File: src/rtl/lsu_mem_stage_if.sv
// rtl/lsu_mem_stage_if.sv - request/grant data bus between the LSU and memory
interface lsu_mem_stage_if #(
    parameter int XLEN   = 32,
    parameter int ADDR_W = 32
);
    localparam int NB = XLEN / 8;

    logic              bus_req_o;
    logic              bus_we_o;
    logic [ADDR_W-1:0] bus_addr_o;
    logic [NB-1:0]     bus_be_o;
    logic [XLEN-1:0]   bus_wdata_o;
    logic              bus_gnt_i;
    logic              bus_rvalid_i;
    logic [XLEN-1:0]   bus_rdata_i;

    modport master (
        output bus_req_o, bus_we_o, bus_addr_o, bus_be_o, bus_wdata_o,
        input  bus_gnt_i, bus_rvalid_i, bus_rdata_i
    );

    modport slave (
        input  bus_req_o, bus_we_o, bus_addr_o, bus_be_o, bus_wdata_o,
        output bus_gnt_i, bus_rvalid_i, bus_rdata_i
    );
endinterface

File: src/rtl/lsu_mem_stage.sv
// rtl/lsu_mem_stage.sv - sequential load/store memory stage with optional misaligned split
module lsu_mem_stage #(
    parameter int XLEN     = 32,
    parameter int ADDR_W   = 32,
    parameter bit SPLIT_EN = 1'b1
) (
    input  logic              clk,
    input  logic              rst,
    input  logic              in_valid_i,
    output logic              in_ready_o,
    input  logic              is_store_i,
    input  logic [2:0]        funct3_i,
    input  logic [ADDR_W-1:0] addr_i,
    input  logic [XLEN-1:0]   st_data_i,
    input  logic [4:0]        rd_waddr_i,
    lsu_mem_stage_if.master   bus,
    output logic              rd_we_o,
    output logic [4:0]        rd_waddr_o,
    output logic [XLEN-1:0]   rd_data_o,
    output logic              hold_flag_o,
    output logic              misalign_o
);
    localparam int NB = XLEN / 8;
    localparam int LG = $clog2(NB);

    typedef enum logic [2:0] {IDLE, REQ0, WAIT0, REQ1, WAIT1, DONE} state_t;
    state_t state_q, state_d;

    logic              store_q, cross_q, misalign_q;
    logic [2:0]        f3_q;
    logic [3:0]        off_q, sz_q;
    logic [4:0]        end_q;
    logic [ADDR_W-1:0] base_q;
    logic [XLEN-1:0]   data_q, b0_q, b1_q;
    logic [4:0]        rd_q;

    logic [3:0] a_off, a_sz;
    logic [4:0] a_end;
    logic       a_cross, a_illegal, a_fault, in_idle, accept;

    assign in_idle   = (state_q == IDLE);
    assign a_off     = 4'(addr_i[LG-1:0]);
    assign a_sz      = 4'd1 << funct3_i[1:0];
    assign a_end     = {1'b0, a_off} + {1'b0, a_sz};
    assign a_cross   = a_end > 5'(NB);
    // Doubleword forms (ld/sd/lwu) only exist on a 64-bit datapath
    assign a_illegal = (is_store_i ? funct3_i[2] : (funct3_i == 3'b111))
                     || ((XLEN == 32) && ((funct3_i[1:0] == 2'b11) || (funct3_i == 3'b110)));
    assign a_fault   = a_illegal || (a_cross && !SPLIT_EN);
    assign accept    = in_idle && in_valid_i && !a_fault;

    logic [2*NB-1:0]   lane_mask;
    logic [2*XLEN-1:0] wide_wdata, wide_rdata;
    logic [XLEN-1:0]   merged, load_res;
    logic              sign_bit;

    // Lanes of both beats viewed as one 2*NB-byte window starting at beat 0
    always_comb begin
        lane_mask = '0;
        for (int i = 0; i < 2 * NB; i++) begin
            lane_mask[i] = (5'(i) >= {1'b0, off_q}) && (5'(i) < end_q);
        end
    end

    assign wide_wdata = {{XLEN{1'b0}}, data_q} << {off_q, 3'b000};
    assign wide_rdata = {b1_q, b0_q} >> {off_q, 3'b000};
    assign merged     = wide_rdata[XLEN-1:0];

    always_comb begin
        sign_bit = 1'b0;
        case (f3_q[1:0])
            2'b00:   sign_bit = merged[7];
            2'b01:   sign_bit = merged[15];
            default: sign_bit = merged[31];
        endcase
        load_res = '0;
        for (int i = 0; i < NB; i++) begin
            load_res[8*i +: 8] = (4'(i) < sz_q) ? merged[8*i +: 8] : {8{sign_bit & ~f3_q[2]}};
        end
    end

    always_ff @(posedge clk) begin
        if (rst) state_q <= IDLE;
        else     state_q <= state_d;
    end

    always_comb begin
        state_d         = state_q;
        bus.bus_req_o   = 1'b0;
        bus.bus_we_o    = 1'b0;
        bus.bus_addr_o  = '0;
        bus.bus_be_o    = '0;
        bus.bus_wdata_o = '0;
        case (state_q)
            IDLE: if (accept) state_d = REQ0;
            REQ0: begin
                bus.bus_req_o   = 1'b1;
                bus.bus_we_o    = store_q;
                bus.bus_addr_o  = base_q;
                bus.bus_be_o    = lane_mask[NB-1:0];
                bus.bus_wdata_o = wide_wdata[XLEN-1:0];
                if (bus.bus_gnt_i) state_d = store_q ? (cross_q ? REQ1 : DONE) : WAIT0;
            end
            WAIT0: if (bus.bus_rvalid_i) state_d = cross_q ? REQ1 : DONE;
            REQ1: begin
                bus.bus_req_o   = 1'b1;
                bus.bus_we_o    = store_q;
                bus.bus_addr_o  = base_q + ADDR_W'(NB);
                bus.bus_be_o    = lane_mask[2*NB-1:NB];
                bus.bus_wdata_o = wide_wdata[2*XLEN-1:XLEN];
                if (bus.bus_gnt_i) state_d = store_q ? DONE : WAIT1;
            end
            WAIT1: if (bus.bus_rvalid_i) state_d = DONE;
            DONE:    state_d = IDLE;
            default: state_d = IDLE;
        endcase
    end

    always_ff @(posedge clk) begin
        if (rst) begin
            store_q    <= 1'b0;
            cross_q    <= 1'b0;
            misalign_q <= 1'b0;
            f3_q       <= '0;
            off_q      <= '0;
            sz_q       <= '0;
            end_q      <= '0;
            base_q     <= '0;
            data_q     <= '0;
            rd_q       <= '0;
            b0_q       <= '0;
            b1_q       <= '0;
        end else begin
            misalign_q <= in_idle && in_valid_i && a_fault;
            if (accept) begin
                store_q <= is_store_i;
                cross_q <= a_cross;
                f3_q    <= funct3_i;
                off_q   <= a_off;
                sz_q    <= a_sz;
                end_q   <= a_end;
                base_q  <= addr_i & ~ADDR_W'(NB - 1);
                data_q  <= st_data_i;
                rd_q    <= rd_waddr_i;
            end
            if (state_q == WAIT0 && bus.bus_rvalid_i) b0_q <= bus.bus_rdata_i;
            if (state_q == WAIT1 && bus.bus_rvalid_i) b1_q <= bus.bus_rdata_i;
        end
    end

    logic done_load;
    assign done_load   = (state_q == DONE) && !store_q;
    assign rd_we_o     = done_load && (rd_q != 5'd0);
    assign rd_waddr_o  = done_load ? rd_q : 5'd0;
    assign rd_data_o   = done_load ? load_res : '0;
    assign hold_flag_o = !in_idle;
    assign in_ready_o  = in_idle;
    assign misalign_o  = misalign_q;
endmodule

File: src/flat_wrapper.sv
// flat-port wrapper written by rule: the top's interface ports become plain ports
module lsu_mem_stage_flat 
#(
    parameter int XLEN     = 32,
    parameter int ADDR_W   = 32,
    parameter bit SPLIT_EN = 1'b1
)
  (clk, rst, in_valid_i, in_ready_o, is_store_i, funct3_i, addr_i, st_data_i, rd_waddr_i, rd_we_o, rd_waddr_o, rd_data_o, hold_flag_o, misalign_o, bus_bus_req_o, bus_bus_we_o, bus_bus_addr_o, bus_bus_be_o, bus_bus_wdata_o, bus_bus_gnt_i, bus_bus_rvalid_i, bus_bus_rdata_i);
  lsu_mem_stage_if #(.XLEN(XLEN), .ADDR_W(ADDR_W)) bus_i ();
  input  logic clk;
  input  logic rst;
  input  logic in_valid_i;
  output logic in_ready_o;
  input  logic is_store_i;
  input  logic [2:0] funct3_i;
  input  logic [ADDR_W-1:0] addr_i;
  input  logic [XLEN-1:0] st_data_i;
  input  logic [4:0] rd_waddr_i;
  output logic rd_we_o;
  output logic [4:0] rd_waddr_o;
  output logic [XLEN-1:0] rd_data_o;
  output logic hold_flag_o;
  output logic misalign_o;
  output wire logic [$bits(bus_i.bus_req_o)-1:0] bus_bus_req_o;
  output wire logic [$bits(bus_i.bus_we_o)-1:0] bus_bus_we_o;
  output wire logic [$bits(bus_i.bus_addr_o)-1:0] bus_bus_addr_o;
  output wire logic [$bits(bus_i.bus_be_o)-1:0] bus_bus_be_o;
  output wire logic [$bits(bus_i.bus_wdata_o)-1:0] bus_bus_wdata_o;
  input wire logic [$bits(bus_i.bus_gnt_i)-1:0] bus_bus_gnt_i;
  input wire logic [$bits(bus_i.bus_rvalid_i)-1:0] bus_bus_rvalid_i;
  input wire logic [$bits(bus_i.bus_rdata_i)-1:0] bus_bus_rdata_i;
  assign bus_bus_req_o = bus_i.bus_req_o;
  assign bus_bus_we_o = bus_i.bus_we_o;
  assign bus_bus_addr_o = bus_i.bus_addr_o;
  assign bus_bus_be_o = bus_i.bus_be_o;
  assign bus_bus_wdata_o = bus_i.bus_wdata_o;
  assign bus_i.bus_gnt_i = bus_bus_gnt_i;
  assign bus_i.bus_rvalid_i = bus_bus_rvalid_i;
  assign bus_i.bus_rdata_i = bus_bus_rdata_i;
  lsu_mem_stage #(.XLEN(XLEN), .ADDR_W(ADDR_W), .SPLIT_EN(SPLIT_EN)) u_core (.clk(clk), .rst(rst), .in_valid_i(in_valid_i), .in_ready_o(in_ready_o), .is_store_i(is_store_i), .funct3_i(funct3_i), .addr_i(addr_i), .st_data_i(st_data_i), .rd_waddr_i(rd_waddr_i), .bus(bus_i), .rd_we_o(rd_we_o), .rd_waddr_o(rd_waddr_o), .rd_data_o(rd_data_o), .hold_flag_o(hold_flag_o), .misalign_o(misalign_o));
endmodule
File: config.mk
export PLATFORM = sky130hd
export DESIGN_NAME = lsu_mem_stage_flat
export DESIGN_NICKNAME = d
export VERILOG_FILES = /design/src/rtl/lsu_mem_stage_if.sv /design/src/rtl/lsu_mem_stage.sv /design/src/flat_wrapper.sv
export SDC_FILE = /design/constraint.sdc
export NUM_CORES = 1
export LEC_CHECK = 0
export CAP_MARGIN = 5
export CELL_PAD_IN_SITES_DETAIL_PLACEMENT = 0
export CELL_PAD_IN_SITES_GLOBAL_PLACEMENT = 1
export CORE_MARGIN = 2
export CORE_UTILIZATION = 30
export CTS_CLUSTER_SIZE = 30
export DETAILED_ROUTE_END_ITERATION = 6
export GPL_TIMING_DRIVEN = 0
export PLACE_DENSITY = 0.73
export SYNTH_ARGS = -nofsm -noshare
export SYNTH_HDL_FRONTEND = slang
export SYNTH_SLANG_ARGS = --single-unit
File: constraint.sdc
create_clock -name clk -period 1.8 [get_ports clk]
set_input_delay 0.36 -clock clk [delete_from_list [all_inputs] [get_ports clk]]
set_output_delay 0.36 -clock clk [all_outputs]
set_load 0.05 [all_outputs]
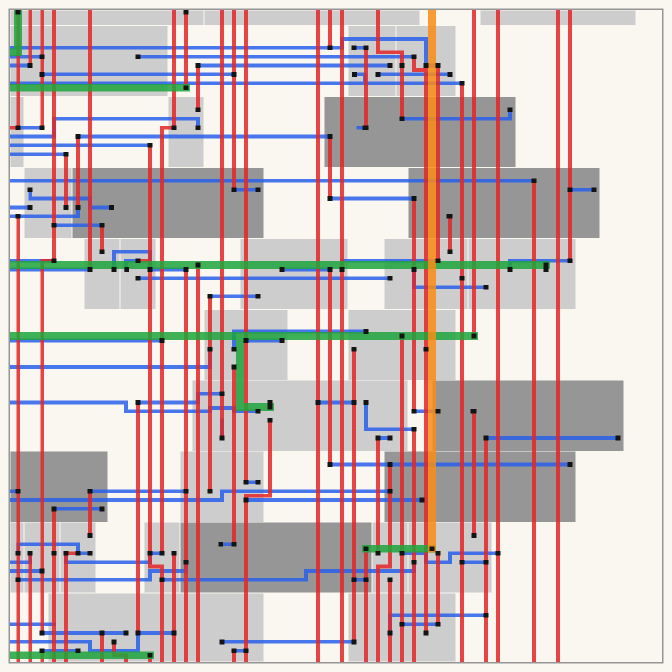
(images/zoom.png)
Region (114, 30) to (139, 55) µm. Cells in grey, sequential cells in the stronger grey; small squares are vias.
- met4: orange
- met3: green
- met1: blue
- met2: red
- netlist names of flops here include: `u_core.b0_q` (5), `u_core.b1_q` (2)
- sequential cells in the window: 7
- most frequent: nand2_1 (7), dfxtp_1 (7)
- cells with their middle in the window: 28

==> impl_metrics.yaml <==
# synthesis and place-and-route metrics
logic_synthesis:
  yosysChipArea_mm2: 0.00811
  ys_seq_elements: 143
  synth_cell_types: 58
  yosys.area.top_type: "dfxtp_1"
  edf_count: 0
  synthCells: 1080
  synth_top_flop_cell: "dfxtp_1"
  synthTopCellsByCount: "327 x nand2_1, 194 x a21oi_1, 143 x dfxtp_1"
  postSynthSeqShare_pct: 35.3
  ys_cells: 1080
cts:
  cts_inserted_buffers: 17
  cts_root_buffer: "clkbuf_16"
  clock_sinks: 143
  clkSlewWorstSetupHoldPaths_ns: 0.07
  clockBufferDepth: 2
route:
  wl_um: 38100
  drt_iter0_markers: 753
  drcViolationCount: 1
  wl_per_cell_um: 21.4
  routed-via-count: 9533
  antenna_left: 0
  first_pass_iters: 7
global_routing:
  grt_pass1_vias: 9217
  grt_pass1_wl_um: 53900
worst_setup_path:
  cp.required_ns: 1.44
  crit_chain: "mux2i_4, a31o_1, nor4_4, buf_6, nand2_4, a21oi_4, buf_4"
  crit_family: "simple AND/OR/NAND/NOR gates"
  r2r_start: "u_core.state_q[0]$_SDFFE_PP0P_"
  worst_path_largest_cell_delay_ns: 0.38
  crit_start: "u_core.off_q[1]$_SDFFE_PP0P_"
  crit_fanout: 8
  regToRegSetupSlack_ns: -0.12
  start_kind: "flop"
run:
  cap_violations: 0
power_and_ir_drop:
  pwr-share-comb_pct: 25.1
  pwr-share-clk_pct: 39.0
  seqPwrFrac_pct: 35.9
  powerDensity_mw_per_mm2: 591
  sw_frac_of_total_pct: 32.2
sta:
  setup_tns_ns: -70.64
  tightest_slew_ns: 0.894
  drv_slew: 0
  max_freq_ghz: 0.384
  hold_violations: 0
  setup_viol: 175
  finalCritPeriodShare_pct: 145
  fin_worst_skew_ns: 0.0124
  setup_slack_ns: -0.801
floorplanning:
  die_area_mm2: 0.0284
  die_h_um: 168
  rows: 60
  fp.dieW_um: 168
  core_area_mm2: 0.0267
hold_path:
  hp-start: "u_core.b1_q[23]$_SDFFE_PP0P_"
  worstHoldPathType: "reg -> reg"
placement:
  post-dp-hpwl_um: 25000
  finalWeightedCongestion: 0.860
status:
  violations: "design-rule violations, negative setup slack"
  status: "finished, violations left"
final_layout:
  fillers: 2137
  area.growth.synth_to_final_pct: 102
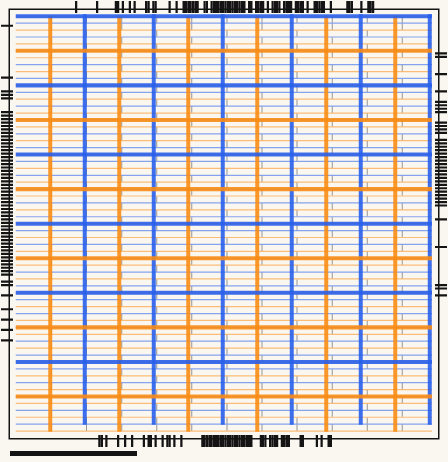
(images/pdn.png)
Bar = 50 µm. Pins as bars on the die edge. Tap cells in grey.
- VDD: blue
- VSS: orange
- signal pins: 221
- met4 straps: 12
- met5 straps: 12
- tap cells: 341
- rows: 60

layout by cell type (no fill, tap or decap), types with 42 or more instances in the layout:
cell type / synthesis / routed
nand2_1: 327 / 238
buf_6: 0 / 121
dfxtp_1: 143 / 118
clkdlybuf4s50_1: 0 / 106
a21oi_2: 0 / 78
a21oi_1: 194 / 74
nand2_4: 0 / 70
buf_4: 5 / 70
nor2_4: 0 / 56
a21oi_4: 0 / 42
area by class of cell:
| type | instances | area, µm² | area share (%) |
|---|---|---|---|
| multi-input combinational | 840 | 7640 | 46.5 |
| timing repair buffer | 341 | 3820 | 23.3 |
| sequential | 143 | 2930 | 17.8 |
| antenna | 1 | 2.50 | 0.0152 |
| tap | 341 | 427 | 2.60 |
| clock inverter | 14 | 170 | 1.04 |
| buffer | 75 | 937 | 5.71 |
| inverter | 13 | 52.6 | 0.320 |
| clock buffer | 18 | 439 | 2.68 |
final timing paths:
kind | endpoint | cells past startpoint
worst min register to register | u_core.b1_q[23]$_SDFFE_PP0P_ | 2
worst max-delay path | rd_data_o[18] | 7
worst min-delay path | u_core.b1_q[23]$_SDFFE_PP0P_ | 2
worst max register to register | u_core.data_q[24]$_SDFFE_PP0P_ | 11
through the flow:
| step | hold WS (ns) | total power, mW | instances |
|---|---|---|---|
| floorplan | 0.432 | 4.44 | 1081 |
| global placement | 0.441 | 5.07 | 1639 |
| detailed placement | 0.448 | 5.08 | 1639 |
| CTS | 0.454 | 9.27 | 1741 |
| global route | 0.470 | 9.99 | 1786 |
| finish | 0.458 | 9.69 | 1786 |
logic make-up after synthesis:
kind of cell               Yosys count  synth area share (%)
AOI/OAI and AO/OA                  238                  15.9
muxes                               71                  13.2
buffers and inverters               98                  5.02
and+or+nand+nor                    493                  26.4
other                                1                0.0463
DFF                                143                  35.3
adders and majority gates            5                 0.834
xor gates and xnor gates            31                  3.35
registers in the layout, indices dropped and copies added, names as in the netlist, 2 cells and up:
signal	cells
u_core.b0_q	32
u_core.data_q	32
u_core.sz_q	4
u_core.state_q	3
u_core.off_q	2
u_core.end_q	5
u_core.f3_q	3
u_core.base_q	30
u_core.b1_q	24
u_core.rd_q	5
what timing repair did:
item                                    in CTS  in global routing
endpoints found under the setup margin     241                241
cloned                                       9                  9
resized                                   1022                395
pin swaps                                   38                153
setup buffers                               66                 44
hold buffers                                 0                  0
routing by layer:
metal / GRT usage, % / part of all wire (%) / wire length (µm) / up-vias
met1: 33.0 / 42 / 16000 / 4667
met3: 5.69 / 6.7 / 2570 / 77
met5: 0 / 0 / 0 / -
met4: 9.67 / 2.8 / 1070 / 0
li1: - / - / - / 4391
met2: 40.5 / 49 / 18500 / 398
power groups by stage:
stage | logic [mW] | registers [mW] | clock network [mW]
after floorplan | 0.999 | 3.44 | 0
after global placement | 1.59 | 3.48 | 0
after detailed placement | 1.60 | 3.48 | 0
after CTS | 2.03 | 3.44 | 3.80
after global routing | 2.54 | 3.50 | 3.95
final | 2.43 | 3.48 | 3.78
Power figures rest on the tool's default switching activity, not on a simulated workload.
